### config.mk
export PLATFORM = sky130hd
export DESIGN_NAME = rx_sys
export DESIGN_NICKNAME = d
export VERILOG_FILES = /design/src/rtl/rx_sys.sv
export SDC_FILE = /design/constraint.sdc
export NUM_CORES = 1
export LEC_CHECK = 0
export ABC_CLOCK_PERIOD_IN_PS = 5700
export CAP_MARGIN = 20
export CORE_UTILIZATION = 60
export DETAILED_ROUTE_END_ITERATION = 6
export PLACE_DENSITY = 0.83
export RECOVER_POWER = 50
export SLEW_MARGIN = 30
export SYNTH_ARGS = -nofsm -noshare
export SYNTH_HDL_FRONTEND = slang
export SYNTH_SLANG_ARGS = --single-unit
### constraint.sdc
create_clock -name clk -period 5.7 [get_ports clk]
set_clock_uncertainty 0.05 [all_clocks]
set_input_delay 1.14 -clock clk [delete_from_list [all_inputs] [get_ports clk]]
set_output_delay 1.14 -clock clk [all_outputs]
set_load 0.01 [all_outputs]
### src/rtl/rx_sys.sv
// rx_sys: receive-side scoreboard for the fp16 multiply-add datapath.
// Pops in-order expectations on each out_valid beat and compares them.
// Ports:
//   clk, rst_n            clock, async active-low reset
//   exp_valid, exp_data   expected-result push (from tx_sys)
//   out_valid, fp16_d     DUT result beat
//   pass_cnt, fail_cnt    checked-result counters (saturating)
//   unexp_cnt             beats with no pending expectation
//   mm_got, mm_exp        first mismatch capture, held while mm_valid
//   overflow, timeout     sticky error flags
//   done, state           completion flag, 0=IDLE 1=RUN 2=DONE 3=TOUT
module rx_sys #(
  parameter int DEPTH   = 8,
  parameter int NUM_TXN = 16,
  parameter int TIMEOUT = 64,
  parameter int CNT_W   = 16,
  parameter int ZERO_EQ = 1
) (
  input  logic             clk,
  input  logic             rst_n,
  input  logic             exp_valid,
  input  logic [15:0]      exp_data,
  input  logic             out_valid,
  input  logic [15:0]      fp16_d,
  output logic [CNT_W-1:0] pass_cnt,
  output logic [CNT_W-1:0] fail_cnt,
  output logic [CNT_W-1:0] unexp_cnt,
  output logic [15:0]      mm_got,
  output logic [15:0]      mm_exp,
  output logic             mm_valid,
  output logic             overflow,
  output logic             timeout,
  output logic             done,
  output logic [1:0]       state
);

  localparam int AW = $clog2(DEPTH);
  localparam int TW = $clog2(TIMEOUT + 1);

  typedef enum logic [1:0] {
    IDLE = 2'd0,
    RUN  = 2'd1,
    DONE = 2'd2,
    TOUT = 2'd3
  } st_e;

  st_e st_q, st_d;

  logic [15:0]   mem [DEPTH];
  logic [AW:0]   wr_ptr, rd_ptr;
  logic [TW-1:0] stall_q;

  logic          empty, full, active;
  logic          pop, push, unexp, ovf_set;
  logic          stall_inc, stall_hit, last_chk;
  logic          match;
  logic [15:0]   head;
  logic [CNT_W:0] chk_sum;

  function automatic logic [CNT_W-1:0] sat_inc(
    input logic [CNT_W-1:0] v
  );
    return (&v) ? v : v + CNT_W'(1);
  endfunction

  // NaNs match regardless of payload/sign; infinities only bit-exactly.
  function automatic logic fp_match(
    input logic [15:0] e,
    input logic [15:0] g
  );
    logic e_nan, g_nan, e_z, g_z;
    e_nan = (&e[14:10]) && (|e[9:0]);
    g_nan = (&g[14:10]) && (|g[9:0]);
    e_z   = (e[14:0] == 15'd0);
    g_z   = (g[14:0] == 15'd0);
    return (e == g) || (e_nan && g_nan) ||
           ((ZERO_EQ != 0) && e_z && g_z);
  endfunction

  assign empty  = (wr_ptr == rd_ptr);
  assign full   = (wr_ptr[AW] != rd_ptr[AW]) &&
                  (wr_ptr[AW-1:0] == rd_ptr[AW-1:0]);
  assign active = (st_q == IDLE) || (st_q == RUN);
  assign head   = mem[rd_ptr[AW-1:0]];
  assign match  = fp_match(head, fp16_d);

  // No bypass: a push into an empty FIFO is not visible to a same-cycle beat.
  assign pop     = out_valid && (st_q == RUN) && !empty;
  assign unexp   = out_valid && !pop;
  assign push    = exp_valid && active && (!full || pop);
  assign ovf_set = exp_valid && active && full && !pop;

  assign chk_sum  = {1'b0, pass_cnt} + {1'b0, fail_cnt} + (CNT_W+1)'(1);
  assign last_chk = pop && (chk_sum == (CNT_W+1)'(NUM_TXN));

  assign stall_inc = (st_q == RUN) && !empty && !out_valid;
  assign stall_hit = stall_inc && (stall_q == TW'(TIMEOUT - 1));

  always_ff @(posedge clk) begin
    if (push) mem[wr_ptr[AW-1:0]] <= exp_data;
  end

  always_ff @(posedge clk or negedge rst_n) begin
    if (!rst_n) begin
      wr_ptr <= '0;
      rd_ptr <= '0;
    end else begin
      if (push) wr_ptr <= wr_ptr + 1'b1;
      if (pop)  rd_ptr <= rd_ptr + 1'b1;
    end
  end

  always_ff @(posedge clk or negedge rst_n) begin
    if (!rst_n) begin
      pass_cnt  <= '0;
      fail_cnt  <= '0;
      unexp_cnt <= '0;
      mm_got    <= '0;
      mm_exp    <= '0;
      mm_valid  <= 1'b0;
      overflow  <= 1'b0;
    end else begin
      if (unexp) unexp_cnt <= sat_inc(unexp_cnt);
      if (ovf_set) overflow <= 1'b1;
      if (pop && match) pass_cnt <= sat_inc(pass_cnt);
      if (pop && !match) begin
        fail_cnt <= sat_inc(fail_cnt);
        if (!mm_valid) begin
          mm_got   <= fp16_d;
          mm_exp   <= head;
          mm_valid <= 1'b1;
        end
      end
    end
  end

  always_ff @(posedge clk or negedge rst_n) begin
    if (!rst_n) begin
      stall_q <= '0;
    end else if (stall_inc) begin
      stall_q <= stall_q + TW'(1);
    end else begin
      stall_q <= '0;
    end
  end

  always_ff @(posedge clk or negedge rst_n) begin
    if (!rst_n) st_q <= IDLE;
    else        st_q <= st_d;
  end

  // A final check needs out_valid, which also clears the stall timer,
  // but DONE is still tested first so it always wins.
  always_comb begin
    st_d = st_q;
    unique case (st_q)
      IDLE: if (exp_valid) st_d = RUN;
      RUN: begin
        if (last_chk)       st_d = DONE;
        else if (stall_hit) st_d = TOUT;
      end
      default: st_d = st_q;
    endcase
  end

  always_comb begin
    done    = (st_q == DONE);
    timeout = (st_q == TOUT);
    state   = st_q;
  end

endmodule

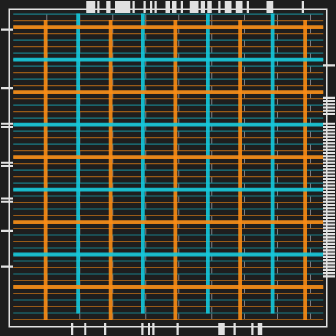
run_1/floorplan.png
Pins as bars on the die edge. Tap cells in grey.
cyan -> VDD
orange -> VSS
tap cells = 220
met5 straps = 9
met4 straps = 9
met1 rails = 48
rows = 47
peak supply drop: 0.290 mV
die width: 132 µm

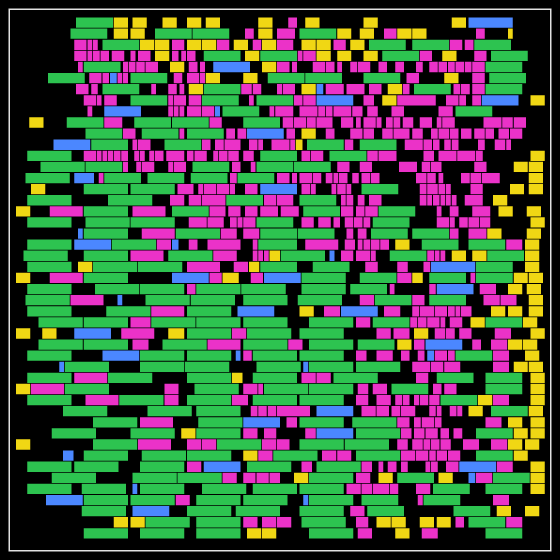
run_1/class_map.png
magenta -> remaining logic cells  # cells 473, share of their area 31%
green -> sequential cells  # cells 227, share of their area 52%
yellow -> remaining buffers and delay cells  # cells 128, share of their area 10%
blue -> clock drivers and dummy loads  # cells 41, share of their area 5.9%
Seq/total area: 0.511
Core Region: 16600 µm²
Util after Layout: 0.746

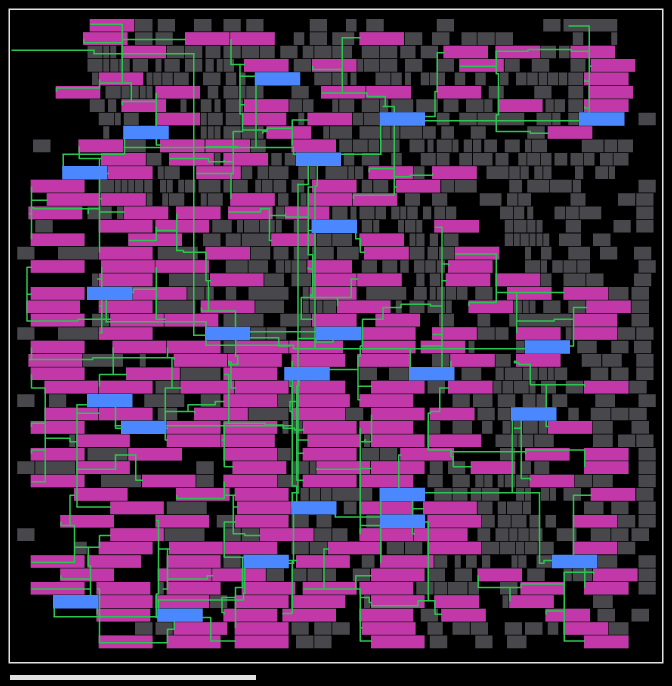
run_1/clock_wires.png
Bar = 50 µm.
magenta -> flip-flops  # count 227
blue -> clock-net drivers  # count 23
green -> clock wires  # length 2420 µm
routed clock nets = 24
insertion delay of the later-clocked pin in the worst-skew pair: 0.51 ns
clock power share: 0.260
clock network power: 1430 µW

==> flow_metrics.py, run 1 <==
# Physical implementation metrics
metrics = {
    "status": {
        "status": "complete, but fails checks",
        "violations": "capacitance limit, slew limit",
    },
    "clocking": {
        "cts_tree": "done",
        "clk_path_buf_depth": 3,
        "clockRootBuffer": "clkbuf_16",
        "ctsResizeCount": 0,
        "cts_buffers": 23,
        "clock-sinks": 227,
        "postCtsSetupBuffers": 0,
        "h-tree-depth": 1,
        "cts_hold_buffers": 0,
        "clkTransAtPathRegs_ns": 0.06,
    },
    "finish": {
        "mostFrequentLayoutCell": "edfxtp_1",
        "clkbuf_count": 28,
        "final_nets": 911,
        "fillers": 1051,
        "final_cell_mix": "edfxtp_1, dfrtp_1, clkdlybuf4s50_1, xnor2_1, dlygate4sd3_1",
        "layout.non_clock_inverters": 12,
        "buffers_excl_clock": 128,
        "logic_gate_count": 461,
        "seq_cell_count": 227,
        "seqCellArea_um2": 6320,
        "logic_area_um2": 3750,
        "clkCellAreaFrac": 0.0579,
        "area_growth_pct": 21.4,
        "buffer_area_frac": 0.102,
        "drive_gt1_frac": 0.0967,
        "comb_share": 0.303,
        "largest_cell_class": "registers",
        "num_antenna_cells": 1,
    },
    "grt": {
        "grt_first_pass_wirelength_um": 35500,
        "grt_use_total": 0.262,
        "use_met3": 0.0392,
        "use_met1": 0.368,
        "grt_pass1_vias": 6548,
        "grt_use_met2": 0.432,
        "grt_overflow_total": 0,
        "busiest_layer": "met2",
        "antenna_found_initial": 1,
        "grt_max_degree": 53,
    },
    "route": {
        "route.detailed.drc": 0,
        "wl_met1_um": 9600,
        "drtPass1Iterations": 5,
        "highest_layer": "met4",
        "ant_nets": 0,
        "vias_per_cell": 5.99,
        "avgRoutedWirePerCell_um": 20.4,
        "wl_met3_um": 1430,
        "wl_met2_um": 10900,
        "num_vias": 6530,
        "drtIter0Drc": 524,
        "routed_wl_um": 22300,
    },
    "timing": {
        "worst-slew-pin-transition_ns": 2.56,
        "period_needed_ns": 4.00,
        "rsz0062_at_grt": "false",
        "finalHoldWorstSlack_ns": 0.411,
        "finalSetupViolations": 0,
        "hold_viol": 0,
        "tns_ns": 0,
        "min_period_over_period": 0.701,
        "max_freq_mhz": 250,
        "slew_headroom": -0.708,
        "slew_violations": 49,
    },
    "min_path": {
        "hp-class": "flop to flop",
        "hold_path_end": "overflow$_DFFE_PN0P_",
        "min_delay_path_depth": 1,
        "min-delay-start": "overflow$_DFFE_PN0P_",
    },
    "yosys": {
        "syn_inst": 728,
        "yosys-stat-area_um2": 10200,
        "syn-num-nets": 786,
        "yosysTopAreaCell": "edfxtp_1",
        "ys_cells": 728,
        "edf_count": 128,
        "ys_seq_frac": 0.621,
        "netlist_area_um2": 10200,
        "synth_cell_types": 63,
        "ff_type": "edfxtp_1",
        "synth.avg_cell_area_um2": 14.0,
        "async_flop_share": 0.436,
        "synthDominantCellAreaShare": 0.377,
        "ys_top_cells_by_count": "edfxtp_1, dfrtp_1, xnor2_1",
        "yosys_warnings": 0,
        "ys_ff": 227,
        "yosysMostFrequentCell": "edfxtp_1",
        "ys_top_cells_by_area": "edfxtp_1, dfrtp_1, xnor2_1",
    },
    "worst_setup_path": {
        "ff2ff_path_depth": 9,
        "r2r_setup_slack_ns": 1.70,
        "end_kind": "flop",
        "crit_required_ns": 6.03,
        "rr_endpoint": "pass_cnt[1]$_DFFE_PN0P_",
        "r2r-start": "rd_ptr[2]$_DFFE_PN0P_",
        "crit_end": "pass_cnt[1]$_DFFE_PN0P_",
        "arrival_ns": 4.33,
        "cp_max_fo": 28,
        "worst-setup-path-type": "flop to flop",
        "crit_start": "rd_ptr[2]$_DFFE_PN0P_",
        "cp-start-kind": "flop",
    },
    "power_and_ir_drop": {
        "powerDensity_nw_per_um2": 446,
        "power.leakage_uw": 0.00485,
    },
    "run": {
        "warning_count": 26,
        "maxCapViolCount": 1,
    },
    "placement": {
        "gp_congestion": 0.881,
        "dpl.hpwl_um": 15100,
        "port_buffers": 121,
    },
    "die": {
        "num_tap_cells": 220,
        "io_pins": 122,
        "fp.dieArea_um2": 17500,
        "fp-row-count": 47,
        "initial_core_util": 0.614,
    },
}
==> run 1: cells by family (layout without fill, tap and decap cells) <==
group / Yosys count / after routing / share of synthesized area
AOI/OAI and AO/OA: 82 / 82 / 0.0600
and+or+nand+nor: 198 / 198 / 0.100
buffers and inverters: 40 / 181 / 0.0190
muxes: 84 / 84 / 0.108
other: 0 / 1 / 0
DFF: 227 / 227 / 0.621
xor gates and xnor gates: 75 / 75 / 0.0645
adders and majority gates: 22 / 22 / 0.0270
==> run 1: worst max-delay path, cell delays in order, from the launching register on <==
cell	delay, ns
dfrtp_2	0.71
buf_4	0.54
mux2i_1	0.34
a22oi_1	0.21
and3b_1	0.26
nor4b_1	0.31
nand4_1	0.18
o211ai_2	0.47
and3_2	0.43
mux2_1	0.35
==> run 1: per-stage QoR <==
stage / std cells / utilization / total power, µW / setup slack (ns) / cell area, µm²
finish: 1090 / 0.746 / 5510 / 1.70 / 12400
global route: 1090 / 0.746 / 5770 / 1.20 / 12400
floorplan: 728 / - / 3400 / 1.98 / 10200
detailed placement: 1046 / 0.700 / 4110 / 1.49 / 11600
CTS: 1087 / 0.743 / 5560 / 1.58 / 12300
global placement: 1046 / 0.699 / 4020 / 1.60 / 11600
==> run 1: state kept, by name, indices dropped and copies added (netlist names) <==
register / flops
mem: 128
fail_cnt: 16
mm_exp: 16
mm_got: 16
pass_cnt: 16
unexp_cnt: 16
stall_q: 7
rd_ptr: 4
wr_ptr: 4
state: 2
mm_valid: 1
overflow: 1
==> run 1: report_power, final <==
part | internal (µW) | switching [µW]
Sequential | 2080 | 257
Combinational | 828 | 920
Clock | 841 | 591
run_1/layers.png
Bar = 50 µm.
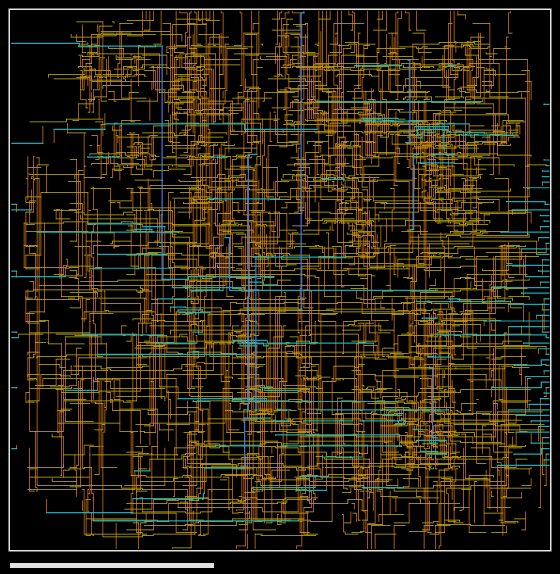

--- run 2 (diff from run 1) ---
--- a/config.mk
+++ b/config.mk
@@ -5,11 +5,11 @@
 export SDC_FILE = /design/constraint.sdc
 export NUM_CORES = 1
 export LEC_CHECK = 0
-export ABC_CLOCK_PERIOD_IN_PS = 5700
+export ABC_CLOCK_PERIOD_IN_PS = 3300
 export CAP_MARGIN = 20
-export CORE_UTILIZATION = 60
+export CORE_UTILIZATION = 51
 export DETAILED_ROUTE_END_ITERATION = 6
-export PLACE_DENSITY = 0.83
+export PLACE_DENSITY = 0.75
 export RECOVER_POWER = 50
 export SLEW_MARGIN = 30
 export SYNTH_ARGS = -nofsm -noshare
==> constraint.sdc (replaced) <==
create_clock -name clk -period 3.3 [get_ports clk]
set_clock_uncertainty 0.05 [all_clocks]
set_input_delay 0.66 -clock clk [delete_from_list [all_inputs] [get_ports clk]]
set_output_delay 0.66 -clock clk [all_outputs]
set_load 0.01 [all_outputs]
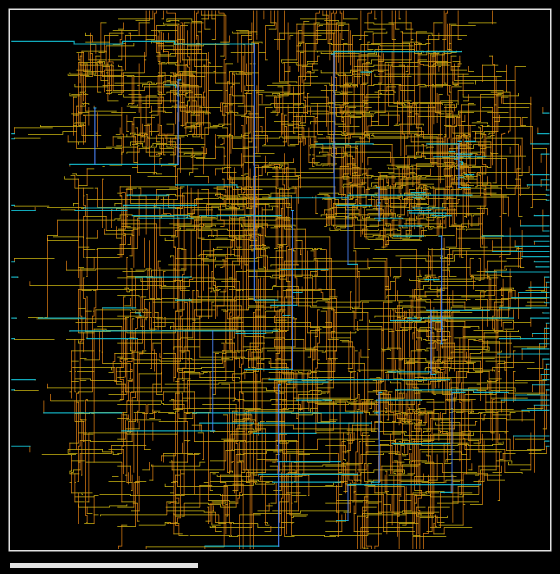
run_2/layers.png
Bar = 50 µm.
blue -> M4  # wire length 398 µm
yellow -> M1  # wire length 10100 µm
cyan -> M3  # wire length 1380 µm
orange -> M2  # wire length 11800 µm
vias: 6833
post-DR wirelength/cell: 19.5 µm
Routed WL: 23700 µm
GRT Total Usage: 0.234

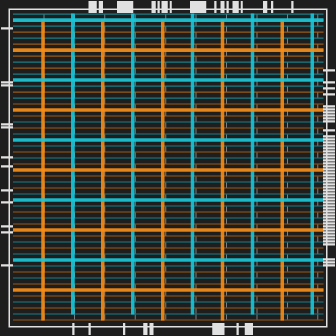
run_2/floorplan.png
Pins as bars on the die edge. Tap cells in grey.
orange -> VSS
cyan -> VDD
tap cells = 265
rows = 51
signal pins = 122
die width: 143 µm
Core Region: 19500 µm²
peak supply drop: 0.444 mV
die height: 143 µm

==> run 2 against run 1 <==
Against the previous run: the run ends with setup timing left; clock power grew 82%; sequential share of layout area shrank 3.5 points; global-route usage shrank 2.8 points; utilization shrank 6.6 points; wire length grew 6.5%.
==> flow_metrics.py, run 2 <==
# Physical implementation metrics
metrics = {
    "yosys": {
        "synth_xor_xnor_area_share": 0.0645,
        "synth.avg_cell_area_um2": 14.0,
        "synthDominantCellAreaShare": 0.377,
        "ys_sh_simple": 0.100,
        "yosysMostFrequentCell": "edfxtp_1",
        "synth_adder_area_share": 0.0270,
        "ff_type": "edfxtp_1",
        "mux_area_frac": 0.108,
        "netlist_area_um2": 10200,
        "syn-num-nets": 786,
        "syn_inst": 728,
        "synth_cell_types": 63,
        "async_flop_share": 0.436,
        "yosys-stat-area_um2": 10200,
        "ys_ff": 227,
        "ys_cells": 728,
        "yosysTopAreaCell": "edfxtp_1",
        "ys_seq_frac": 0.621,
        "synthTopLogicFamily": "multiplexers",
        "edf_count": 128,
        "yosys_warnings": 0,
        "synthAoiAreaFrac": 0.0600,
        "ys_top_cells_by_count": "edfxtp_1, dfrtp_1, xnor2_1",
        "ys_top_cells_by_area": "edfxtp_1, dfrtp_1, xnor2_1",
    },
    "status": {
        "violations": "setup timing",
        "status": "complete, but fails checks",
    },
    "timing": {
        "rsz0062_at_grt": "true",
        "worst-slew-pin-transition_ns": 1.36,
        "finalSetupViolations": 26,
        "hold_viol": 0,
        "tns_ns": -0.592,
        "slew_violations": 0,
        "slew_headroom": 0.0952,
        "max_freq_mhz": 298,
        "layout_setup_ws_ns": -0.0588,
        "period_needed_ns": 3.36,
        "min_period_over_period": 1.02,
    },
    "finish": {
        "drive_gt1_frac": 0.203,
        "final_cell_mix": "edfxtp_1, dfrtp_1, clkdlybuf4s50_1, buf_4, xnor2_1",
        "fillers": 1352,
        "largest_register_ffs": 128,
        "fin_area_um2": 13300,
        "mostFrequentLayoutCell": "edfxtp_1",
        "final_nets": 989,
        "area_growth_pct": 30.3,
    },
    "die": {
        "io_pins": 122,
        "fp-row-count": 51,
        "fp.dieArea_um2": 20500,
        "initial_core_util": 0.522,
    },
    "power_and_ir_drop": {
        "pg_seq_uw": 3990,
        "clock_power_share": 0.250,
        "powerDensity_nw_per_um2": 782,
        "pg_clk_uw": 2600,
        "swShare": 0.312,
        "power.total_uw": 10400,
        "intPower_uw": 7140,
        "seqPwrFrac": 0.384,
        "power_leader": "sequential cells",
        "powerComb_uw": 3800,
        "power.leakage_uw": 0.00529,
        "switching_power_uw": 3240,
        "combPwrFrac": 0.366,
    },
    "grt": {
        "busiest_layer": "met2",
        "grt_max_degree": 55,
        "use_met1": 0.319,
        "use_met3": 0.0320,
        "antenna_found_initial": 1,
        "grt_first_pass_wirelength_um": 36800,
        "grt_overflow_total": 0,
        "grt_use_met2": 0.396,
        "grt_pass1_vias": 6916,
    },
    "min_path": {
        "hp-class": "input port to async pin",
    },
    "clocking": {
        "cts_buffers": 23,
        "clock-sinks": 227,
        "clockRootBuffer": "clkbuf_16",
        "clkTransAtPathRegs_ns": 0.07,
        "h-tree-depth": 1,
        "clock_latency_ns": 0.52,
        "clk_path_buf_depth": 3,
        "cts_tree": "done",
    },
    "route": {
        "wl_met2_um": 11800,
        "vias_per_cell": 5.63,
        "drtPass1Iterations": 5,
        "wl_met1_um": 10100,
        "ant_nets": 0,
        "route.detailed.drc": 0,
        "drtIter0Drc": 412,
        "wl_met3_um": 1380,
        "highest_layer": "met4",
    },
    "worst_setup_path": {
        "cpPeakStageDelay_ns": 0.55,
        "arrival_ns": 3.70,
        "r2r_setup_slack_ns": -0.06,
        "cp_max_fo": 8,
        "r2r-start": "rd_ptr[1]$_DFFE_PN0P_",
        "path_buffers": 6,
        "crit_family": "multiplexers",
        "crit_end": "mm_exp[11]$_DFFE_PN0P_",
        "cp_num_cells": 13,
        "crit_start": "rd_ptr[1]$_DFFE_PN0P_",
        "end_kind": "flop",
        "slowest_stage": "or4_4",
        "rr_endpoint": "mm_exp[11]$_DFFE_PN0P_",
        "ff2ff_path_depth": 13,
        "worst-setup-path-type": "flop to flop",
        "cp-start-kind": "flop",
        "worstPathCellList": "clkbuf_16 -> buf_12 -> mux4_2 -> mux2i_4 -> buf_6 -> buf_4 -> nand3_1 -> or4_4 -> o211ai_4 -> buf_6 -> nor3_4 -> clkbuf_16 -> mux2_1",
        "crit_required_ns": 3.65,
    },
    "run": {
        "maxCapViolCount": 0,
        "warning_count": 29,
    },
    "placement": {
        "place_area_um2": 12200,
        "dpl.hpwl_um": 15900,
        "port_buffers": 121,
        "gp_congestion": 0.879,
    },
}
run 2: cell count changes in the layout (fill, tap and decap cells not counted), sizes merged:
cell | previous run | this run
clkbuf | 30 | 28
inv | 12 | 13
clkinvlp | 2 | 5
buf | 6 | 82
dlygate4sd3 | 44 | 34
bufinv | 2 | 3
clkdlybuf4s50 | 76 | 86
run 2: area by class of cell:
| class | count | area (µm²) | area share |
|---|---|---|---|
| clock buffers | 24 | 579 | 0.0436 |
| multi-input cells | 461 | 3850 | 0.290 |
| repair buffers | 206 | 1960 | 0.147 |
| flip-flops and latches | 227 | 6320 | 0.476 |
| clock inverters | 18 | 180 | 0.0136 |
| inverters | 12 | 45.0 | 0.00339 |
| diodes | 1 | 2.50 | 0.000189 |
| well taps | 265 | 332 | 0.0250 |
run 2: timing repair:
item,4_1_cts,5_1_grt
setup buffers,4,3
gates resized,15,31
hold endpoints to repair,0,0
setup endpoints to repair,59,64
pin swaps,4,9
gates cloned,0,3
hold buffers,0,0
run 2: metrics by stage:
| step | util | setup slack, ns | std cells | hold WS (ns) |
|---|---|---|---|---|
| 2_1_floorplan | - | -0.00800 | 728 | 0.314 |
| 3_3_place_gp | 0.626 | -0.232 | 1161 | 0.393 |
| 3_5_place_dp | 0.626 | -0.361 | 1161 | 0.399 |
| 4_1_cts | 0.671 | -0.0164 | 1207 | 0.172 |
| 5_1_grt | 0.680 | -0.150 | 1214 | 0.424 |
| 6_report | 0.680 | -0.0588 | 1214 | 0.403 |
run 2: worst register-to-register path, stage by stage (launching register included):
cell	delay (ns)
dfrtp_2	0.42
clkbuf_16	0.17
buf_12	0.13
mux4_2	0.55
mux2i_4	0.22
buf_6	0.14
buf_4	0.10
nand3_1	0.05
or4_4	0.55
o211ai_4	0.13
buf_6	0.15
nor3_4	0.05
clkbuf_16	0.20
mux2_1	0.33
run_2/clock_wires.png
Bar = 50 µm.
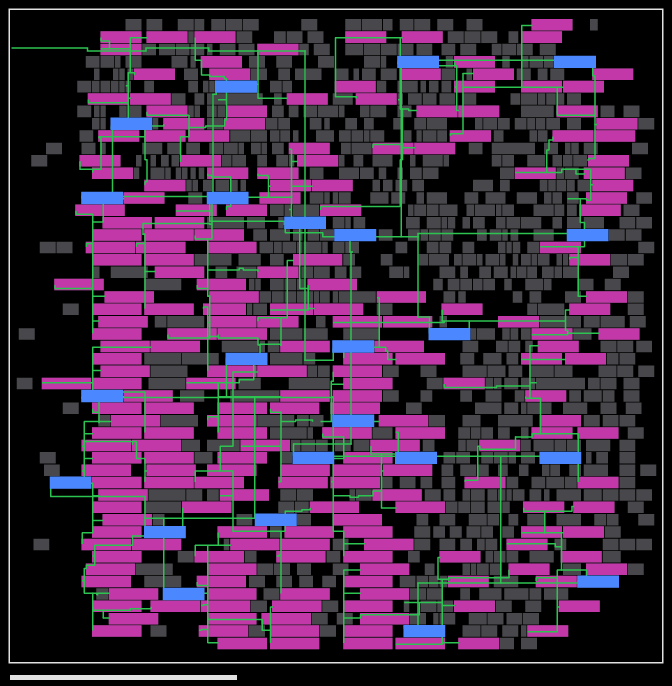

--- run 3 (diff from run 2) ---
--- a/config.mk
+++ b/config.mk
@@ -7,11 +7,11 @@
 export LEC_CHECK = 0
 export ABC_CLOCK_PERIOD_IN_PS = 3300
 export CAP_MARGIN = 20
+export CORE_MARGIN = 2
 export CORE_UTILIZATION = 51
 export DETAILED_ROUTE_END_ITERATION = 6
 export PLACE_DENSITY = 0.75
 export RECOVER_POWER = 50
-export SLEW_MARGIN = 30
 export SYNTH_ARGS = -nofsm -noshare
 export SYNTH_HDL_FRONTEND = slang
 export SYNTH_SLANG_ARGS = --single-unit
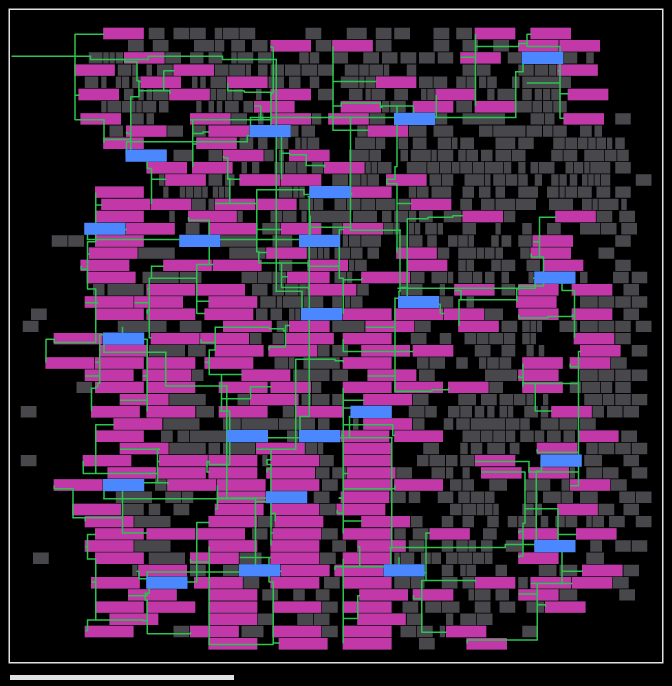
run_3/clock_wires.png
Bar = 50 µm.
magenta -> flip-flops  # count 227
green -> clock wires  # length 2460 µm
blue -> clock-net drivers  # count 22
routed clock nets = 23
flops lie = all over the die
insertion delay of the later-clocked pin in the worst-skew pair: 0.50 ns
clock network power: 2530 µW
clock power share: 0.251

==> run 3 against run 2 <==
Against the previous run: the flow finishes with violations (capacitance limit, slew limit); global-route usage decreased by 1.5 points; sequential power about the same; hold slack better by 0.014 ns; utilization decreased by 1.1 points; cell count fell by 0.58%; synthesized area stayed put; maximum frequency rose by 2.4%; power shrank 2.8%; critical path depth fell by 3; wire length down 2.9%; critical path type unchanged.
==> flow_metrics.py, run 3 <==
# Physical implementation metrics
metrics = {
    "grt": {
        "grt_first_pass_wirelength_um": 37200,
        "grt_overflow_total": 0,
        "grt_pass1_vias": 7003,
        "antenna_found_initial": 1,
        "grt_max_degree": 66,
    },
    "timing": {
        "layout_setup_ws_ns": 0.0184,
        "rsz0062_at_grt": "true",
        "tns_ns": 0,
        "slew_violations": 66,
        "hold_viol": 0,
        "worst-slew-pin-transition_ns": 1.62,
        "min_period_over_period": 0.994,
        "period_needed_ns": 3.28,
    },
    "yosys": {
        "synth.avg_cell_area_um2": 14.0,
        "netlist_area_um2": 10200,
        "synthTopLogicFamily": "multiplexers",
        "ys_sh_simple": 0.100,
        "synth_xor_xnor_area_share": 0.0645,
        "yosys_warnings": 0,
        "ys_top_cells_by_area": "edfxtp_1, dfrtp_1, xnor2_1",
        "edf_count": 128,
        "yosys-stat-area_um2": 10200,
        "ff_type": "edfxtp_1",
        "synth_adder_area_share": 0.0270,
        "async_flop_share": 0.436,
        "mux_area_frac": 0.108,
        "yosysMostFrequentCell": "edfxtp_1",
        "syn-num-nets": 786,
        "ys_cells": 728,
        "yosysTopAreaCell": "edfxtp_1",
        "ys_ff": 227,
        "syn_inst": 728,
        "synthAoiAreaFrac": 0.0600,
        "synthDominantCellAreaShare": 0.377,
    },
    "finish": {
        "final_nets": 983,
        "area_growth_pct": 28.2,
        "drive_gt1_frac": 0.173,
        "mostFrequentLayoutCell": "edfxtp_1",
        "fin_area_um2": 13100,
        "fin_cells": 1207,
        "final_core_util": 0.669,
        "largest_register_ffs": 128,
        "final_cell_mix": "edfxtp_1, dfrtp_1, clkdlybuf4s50_1, buf_4, xnor2_1",
    },
    "worst_setup_path": {
        "arrival_ns": 3.61,
        "cp-start-kind": "flop",
        "path_buffers": 3,
        "worst-setup-path-type": "flop to flop",
        "crit_family": "multiplexers",
        "end_kind": "flop",
        "cpMostUsedCell": "buf_12",
        "slowest_stage": "or4_4",
        "cp_max_fo": 28,
        "cpPeakStageDelay_ns": 0.54,
        "worstPathCellList": "buf_12 -> mux4_2 -> mux2_2 -> or3_1 -> or4_4 -> o211ai_4 -> buf_6 -> nor3_2 -> buf_12 -> mux2_1",
    },
    "min_path": {
        "hp-class": "flop to flop",
    },
    "die": {
        "die_height_um": 145,
        "fp-row-count": 51,
        "dieWidth_um": 145,
        "io_pins": 122,
        "core_area_um2": 19500,
        "fp.dieArea_um2": 21100,
        "initial_core_util": 0.522,
    },
    "placement": {
        "dp.cells": 1155,
        "dpl.hpwl_um": 15900,
        "gp_congestion": 0.911,
        "port_buffers": 121,
        "place_area_um2": 12200,
    },
    "power_and_ir_drop": {
        "swShare": 0.306,
        "power_leader": "sequential cells",
        "power.total_uw": 10100,
        "intPower_uw": 7010,
        "switching_power_uw": 3090,
        "power.leakage_uw": 0.00522,
        "powerComb_uw": 3600,
        "powerDensity_nw_per_um2": 774,
        "pg_seq_uw": 3960,
        "combPwrFrac": 0.357,
    },
    "clocking": {
        "cts_hold_buffers": 0,
        "cts_tree": "done",
        "clockRootBuffer": "clkbuf_16",
        "clk_path_buf_depth": 3,
        "postCtsSetupBuffers": 4,
        "ctsResizeCount": 6,
        "clkTransAtPathRegs_ns": 0.06,
        "clock-sinks": 227,
        "h-tree-depth": 1,
    },
    "route": {
        "route.detailed.drc": 0,
        "ant_nets": 0,
        "drtIter0Drc": 367,
        "vias_per_cell": 5.65,
    },
    "status": {
        "violations": "capacitance limit, slew limit",
        "status": "complete, but fails checks",
    },
    "run": {
        "warning_count": 28,
        "maxCapViolCount": 1,
    },
}
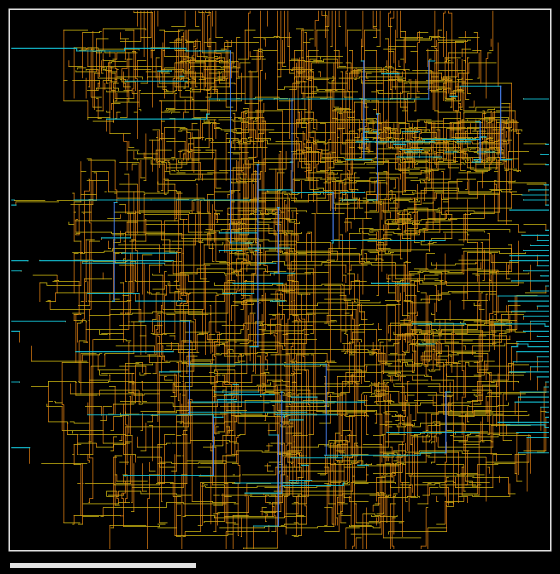
run_3/layers.png
Bar = 50 µm.
blue -> M4  # wire length 406 µm
yellow -> M1  # wire length 9640 µm
orange -> M2  # wire length 11600 µm
cyan -> M3  # wire length 1390 µm
vias: 6825
post-DR wirelength/cell: 19.1 µm
GRT Total Usage: 0.220
Routed WL: 23000 µm

run 3: cell count changes in the layout (fill, tap and decap cells not counted), moves of 3 or more:
cell        delta
clkbuf_1       +7
clkinv_1       -4
nor2_2         -3
nor2_1         +4
buf_6          -3
clkinvlp_4     -5
clkbuf_8       +4
mux2_1        +11
mux2_4        -13
run 3: final cells by class:
class                      count  area (µm²)
antenna                        1        2.50
clock buffer                  35         664
clock inverter                 5        75.1
fill                        1361        6470
inverter                      12        45.0
multi-input combinational    461        3750
sequential                   227        6320
tap                          265         332
timing repair buffer         201        1860
run 3: metal layers:
metal,global-route usage,vias to the layer above,part of all wire
li1,-,3128,-
met1,0.297,3438,0.42
met2,0.371,222,0.50
met3,0.0355,37,0.060
met4,0.0632,0,0.018
met5,0,-,0
run 3: logic make-up (layout without fill, tap and decap cells):
kind of cell	after synthesis	after routing
compound gates	82	82
other cells	0	1
flops	227	227
mux	84	84
xor+xnor	75	75
fa+ha+maj	22	22
simple gates	198	198
buf+inv	40	253
run 3: worst paths after layout:
kind | start | end | slack, ns | cells after the start
worst max-delay path | rd_ptr[1]$_DFFE_PN0P_ | mm_got[5]$_DFFE_PN0P_ | 0.02 | 10
worst min-delay path | stall_q[0]$_DFF_PN0_ | stall_q[0]$_DFF_PN0_ | 0.42 | 1
worst max register to register | rd_ptr[1]$_DFFE_PN0P_ | mm_got[5]$_DFFE_PN0P_ | 0.02 | 10
worst min register to register | stall_q[0]$_DFF_PN0_ | stall_q[0]$_DFF_PN0_ | 0.42 | 1
max in group asynchronous | rst_n | mm_exp[9]$_DFFE_PN0P_ | 1.04 | 2
min in group asynchronous | rst_n | fail_cnt[13]$_DFFE_PN0P_ | 0.52 | 1
Power and IR drop assume default switching activity.
